Figure 1. Placement by cell class.
Bar = 20 µm. Fill, decap, tap and diode cells in gray.
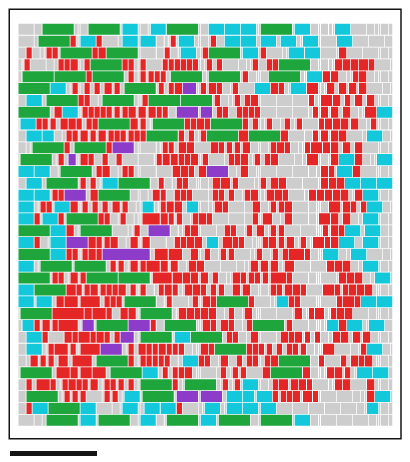
Figure 2. Cell outlines without signal wires.
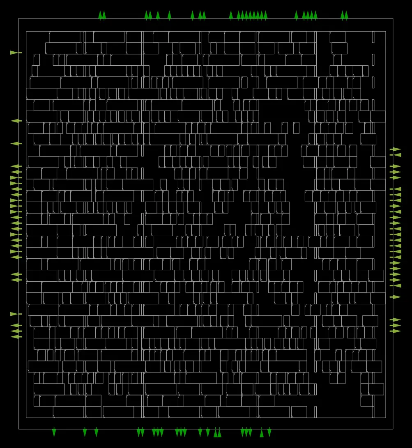
Figure 3. Routed metal, one color a layer.
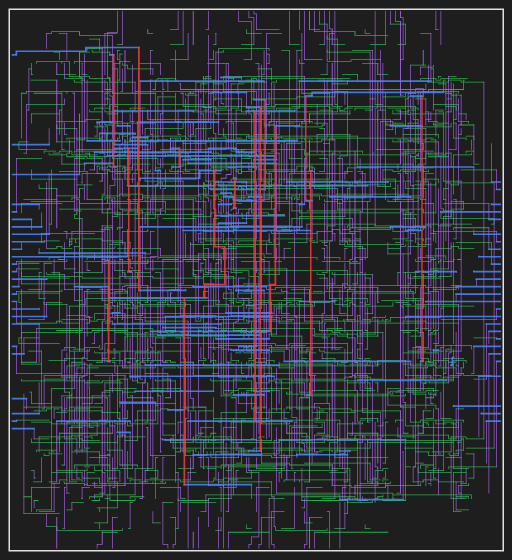
Figure 4. Signal metal coverage by tile.
The die is cut into 18 by 20 equal tiles; black is low, pale yellow is high, scaled to the fullest tile. Values are wire area over tile area, all layers added.
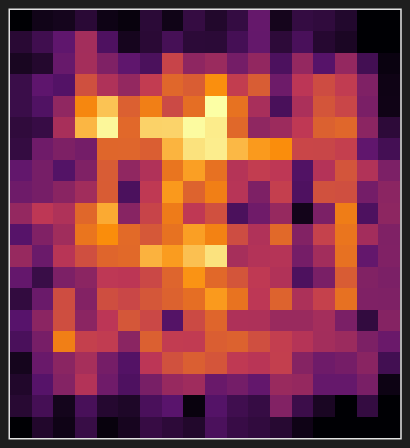
### config.mk
export PLATFORM = sky130hd
export DESIGN_NAME = regfile_wb_decoder
export DESIGN_NICKNAME = d
export VERILOG_FILES = /design/src/rtl/regfile_pkg.sv /design/src/rtl/regfile_wb_decoder_onehot.sv /design/src/rtl/regfile_wb_decoder.sv
export SDC_FILE = /design/constraint.sdc
export NUM_CORES = 1
export LEC_CHECK = 0
export ABC_AREA = 1
export CORE_ASPECT_RATIO = 1.1
export CORE_MARGIN = 1.5
export CORE_UTILIZATION = 50
export CTS_CLUSTER_SIZE = 25
export DETAILED_ROUTE_END_ITERATION = 10
export PLACE_DENSITY = 0.86
export SLEW_MARGIN = 40
export SYNTH_ARGS = -nofsm -noshare
export SYNTH_HDL_FRONTEND = slang
export SYNTH_HIERARCHICAL = 1
export SYNTH_SLANG_ARGS = --single-unit
### constraint.sdc
create_clock -name clk -period 4.6 [get_ports clk]
set_input_delay 0.69 -clock clk [delete_from_list [all_inputs] [get_ports clk]]
set_output_delay 0.69 -clock clk [all_outputs]
set_load 0.005 [all_outputs]
### src/rtl/regfile_pkg.sv
// Shared definitions for the register-file writeback decoder.
package regfile_pkg;

  // Default register address width.
  localparam int ADDR_W = 5;

  // Default index of the hard-wired zero register.
  localparam int ZERO_REG = 31;

  // Number of bits needed to hold a population count of n one-hot bits (0..n).
  function automatic int onehot_count(input int n);
    int width;
    width = 1;
    while ((2 ** width) < (n + 1)) begin
      width = width + 1;
    end
    return width;
  endfunction

endpackage

### src/rtl/regfile_wb_decoder_onehot.sv
// Combinational address-to-one-hot decoder with an enable gate.
module onehot_enable_decoder #(
  parameter int ADDR_W = regfile_pkg::ADDR_W
) (
  input  logic [ADDR_W-1:0]      sel,
  input  logic                   enable,
  output logic [2**ADDR_W-1:0]   out
);

  // Drive exactly one bit when enabled, nothing otherwise.
  always_comb begin
    out = '0;
    if (enable) begin
      out[sel] = 1'b1;
    end else begin
      out = '0;
    end
  end

endmodule

### src/rtl/regfile_wb_decoder.sv
// Register-file write-port decoder with a busy scoreboard for WAW stalls
// and RAW hazard flags on two read ports.
module regfile_wb_decoder
  import regfile_pkg::*;
#(
  parameter int ADDR_W   = regfile_pkg::ADDR_W,
  parameter int NUM_REGS = 2 ** ADDR_W,
  parameter int ZERO_REG = regfile_pkg::ZERO_REG,
  parameter int ZERO_EN  = 1
) (
  input  logic                 clk,
  input  logic                 reset,
  input  logic                 iss_valid,
  input  logic [ADDR_W-1:0]    iss_addr,
  output logic                 iss_ready,
  input  logic                 wb_valid,
  input  logic [ADDR_W-1:0]    wb_addr,
  output logic [NUM_REGS-1:0]  we,
  input  logic [ADDR_W-1:0]    rd_a_addr,
  input  logic [ADDR_W-1:0]    rd_b_addr,
  output logic                 rd_a_hazard,
  output logic                 rd_b_hazard,
  output logic [NUM_REGS-1:0]  busy,
  output logic [ADDR_W:0]      busy_cnt,
  output logic                 wb_err
);

  localparam int CNT_W = onehot_count(NUM_REGS);
  localparam logic [ADDR_W-1:0] ZERO_ADDR = ADDR_W'(ZERO_REG);
  localparam logic ZERO_ON = (ZERO_EN != 0);

  logic                iss_zero;
  logic                wb_zero;
  logic                rd_a_zero;
  logic                rd_b_zero;
  logic                iss_take;
  logic                wb_take;
  logic                cnt_inc;
  logic                cnt_dec;
  logic [NUM_REGS-1:0] wb_onehot;
  logic [NUM_REGS-1:0] set_vec;
  logic [NUM_REGS-1:0] busy_next;

  // Zero-register masking, acceptance and error qualification.
  always_comb begin
    iss_zero    = ZERO_ON && (iss_addr == ZERO_ADDR);
    wb_zero     = ZERO_ON && (wb_addr == ZERO_ADDR);
    rd_a_zero   = ZERO_ON && (rd_a_addr == ZERO_ADDR);
    rd_b_zero   = ZERO_ON && (rd_b_addr == ZERO_ADDR);
    // Stall only on a pending write; a same-cycle writeback does not bypass.
    iss_ready   = !busy[iss_addr] || iss_zero;
    iss_take    = iss_valid && iss_ready && !iss_zero;
    wb_take     = wb_valid && !wb_zero;
    rd_a_hazard = busy[rd_a_addr] && !rd_a_zero;
    rd_b_hazard = busy[rd_b_addr] && !rd_b_zero;
  end

  onehot_enable_decoder #(.ADDR_W(ADDR_W)) u_wb_dec (
    .sel    (wb_addr),
    .enable (wb_take),
    .out    (wb_onehot)
  );

  onehot_enable_decoder #(.ADDR_W(ADDR_W)) u_iss_dec (
    .sel    (iss_addr),
    .enable (iss_take),
    .out    (set_vec)
  );

  // Next scoreboard and count deltas; a clear wins over a set on the same bit
  // so the count only moves when a bit actually changes.
  always_comb begin
    busy_next = (busy | set_vec) & ~wb_onehot;
    cnt_inc   = iss_take && !(wb_take && (wb_addr == iss_addr));
    cnt_dec   = wb_take && busy[wb_addr];
  end

  // Registered write enable, scoreboard, busy count and sticky error.
  always_ff @(posedge clk) begin
    if (reset) begin
      we       <= '0;
      busy     <= '0;
      busy_cnt <= '0;
      wb_err   <= 1'b0;
    end else begin
      we   <= wb_onehot;
      busy <= busy_next;
      if (cnt_inc && !cnt_dec) begin
        busy_cnt <= busy_cnt + CNT_W'(1);
      end else if (cnt_dec && !cnt_inc) begin
        busy_cnt <= busy_cnt - CNT_W'(1);
      end else begin
        busy_cnt <= busy_cnt;
      end
      if (wb_take && !busy[wb_addr]) begin
        wb_err <= 1'b1;
      end else begin
        wb_err <= wb_err;
      end
    end
  end

endmodule
==> changes_impl.md <==
### Metrics

- Clk slew on worst S/H paths: 0.07 ns
- Vias per cell: 5.56
- Max-cap violations: 0
- Int Pwr: 1040 µW
- CTS tree: done
- CTS Sinks: 71
- Met3 Use GR: 6.42%
- DP Area: 5140 µm²
- RSZ-0062 raised after global routing: false
- Initial antenna violation count: 0
- Clk latency late pin: 0.36 ns
- Top Usage Layer GRT: met2
- Met2 Use GR: 55.0%
- Crit Path Class: input pin to output pin
- Most frequent cell after synthesis: nor2_1
- Setup tns final: 0 ns
- Outcome: completed
- Achievable clock frequency: 0.283 GHz
- Final net count: 780
- Chip Area: 8810 µm²
- RD Place Congestion: 0.994
- IO Pins: 98
- Share of post-route cells with drive strength above 1: 4.90%
- Cells in synth_stat.txt: 659
- Sw frac: 30.7%
- First-pass GRT wire length: 22.3 mm
- Logic area: 2210 µm²
- Rows: 34
- Primary FF master, synth: dfxtp_1
- DP Wirelength: 10.5 mm
- Post-synth EDFFs: 0
- Hold Vio Cnt, Final: 0
- Yosys warns: 6
- Root Buffer Master: clkbuf_8
- Clk buf depth: 2
- Sequential share of power: 43.7%
- Sequential Area: 1420 µm²
- Max Slew Vio Count: 0
- CTS Buf Count: 9
- Vertical die size: 98.3 µm
- Post-synth top cells: nor2_1, nand3_1, nand2_1, inv_1, dfxtp_1
- Slew @ Worst Pin: 0.679 ns
- Clk pwr share: 34.9%
- Initial Util: 51.9%
- Area leader, netlist: dfxtp_1
- Die W: 89.6 µm
- Leak: 0.00210 µW
- Clk_skew: 0.0130 ns
- Core Region: 7960 µm²
- Setup crit start kind: input pin
Back to the opening pictures, Figure 1:
[cyan] remaining buffers and delay cells | cells: 105 | share of their area: 20%
[purple] clock drivers and dummy loads | cells: 16 | share of their area: 3.9%
[red] remaining logic cells | cells: 563 | share of their area: 49%
[green] registers | cells: 71 | share of their area: 27%
fraction of area in registers: 26.6%
design area: 5350 µm²

Back to the opening pictures, Figure 2:
Final Instance Count excl. Fillers: 863
final core utilization: 67.2%
Filler cells: 727

Back to the opening pictures, Figure 3:
[purple] M2 | wire length: 6890 µm
[blue] M3 | wire length: 1230 µm
[red] M4 | wire length: 458 µm
[green] M1 | wire length: 5760 µm
GRT Util Overall: 33.3%
WL final: 14.3 mm
Routed WL per cell: 16.6 µm

Back to the opening pictures, Figure 4:
fullest tile: 0.69
nearly empty tiles: 3.3%
densest ninth of the die: center
Via Count: 4796

==> kinds of logic after synthesis <==
logic type | count (synthesis) | share of synthesized area [%]
AOI/OAI and AO/OA | 75 | 10.0
xor gates and xnor gates | 9 | 1.91
adders and majority gates | 6 | 2.00
buffers and inverters | 116 | 11.9
DFF | 71 | 34.4
and+or+nand+nor | 382 | 39.7
==> sequential cells by signal, summed over array words and instances, names as in the netlist <==
signal    count
wb_err        1
busy_cnt      6
busy         32
we           32
==> power groups by stage <==
stage	clock, µW	combinational, µW	sequential [µW]
floorplan	0	195	662
global placement	0	301	665
detailed placement	0	312	665
CTS	522	316	651
global route	547	354	654
finish	520	320	652
==> critical path: stages <==
cell             delay, ns
clkdlybuf4s50_1       0.84
o21ai_0               0.18
o21ai_1               0.25
nand3_1               0.10
nand3_1               0.10
nand2_1               0.05
o21bai_1              0.12
clkdlybuf4s50_1       0.51
==> worst paths after layout <==
path	startpoint	to	slack (ns)	cells after the start
setup / recovery	rd_b_addr[1]	rd_b_hazard	1.06	8
hold / removal	wb_err	wb_err	0.48	2
setup reg to reg	busy[14]	busy_cnt[5]	1.87	15
hold reg to reg	wb_err	wb_err	0.48	2
==> metal layers <==
layer / up-vias / routed length [µm]
met5: - / 0
met3: 39 / 1230
met2: 250 / 6890
met1: 2211 / 5760
met4: 0 / 457
li1: 2296 / -
==> layout by cell type, fill, tap and decap left out, types with 9 or more instances in the layout <==
master / count
a21oi_1: 33
buf_4: 9
clkbuf_8: 10
clkdlybuf4s50_1: 96
dfxtp_1: 71
inv_1: 86
nand2_1: 94
nand3_1: 95
nor2_1: 145
nor3_1: 35
o211ai_1: 10
o21ai_0: 24
==> metrics by stage <==
step,hold slack [ns],setup slack [ns]
floorplan,0.447,1.76
global placement,0.451,0.911
detailed placement,0.456,0.774
CTS,0.472,1.08
global route,0.511,0.817
finish,0.479,1.06
==> final cells by class <==
class / count / area share (%)
well taps: 108 / 2.53
multi-input cells: 472 / 41.4
clock inverters: 6 / 1.26
flip-flops and latches: 71 / 26.6
clock buffers: 10 / 2.57
repair buffers: 105 / 19.2
inverters: 91 / 6.44
No activity file was given, so power comes from the tool's default toggle rates.
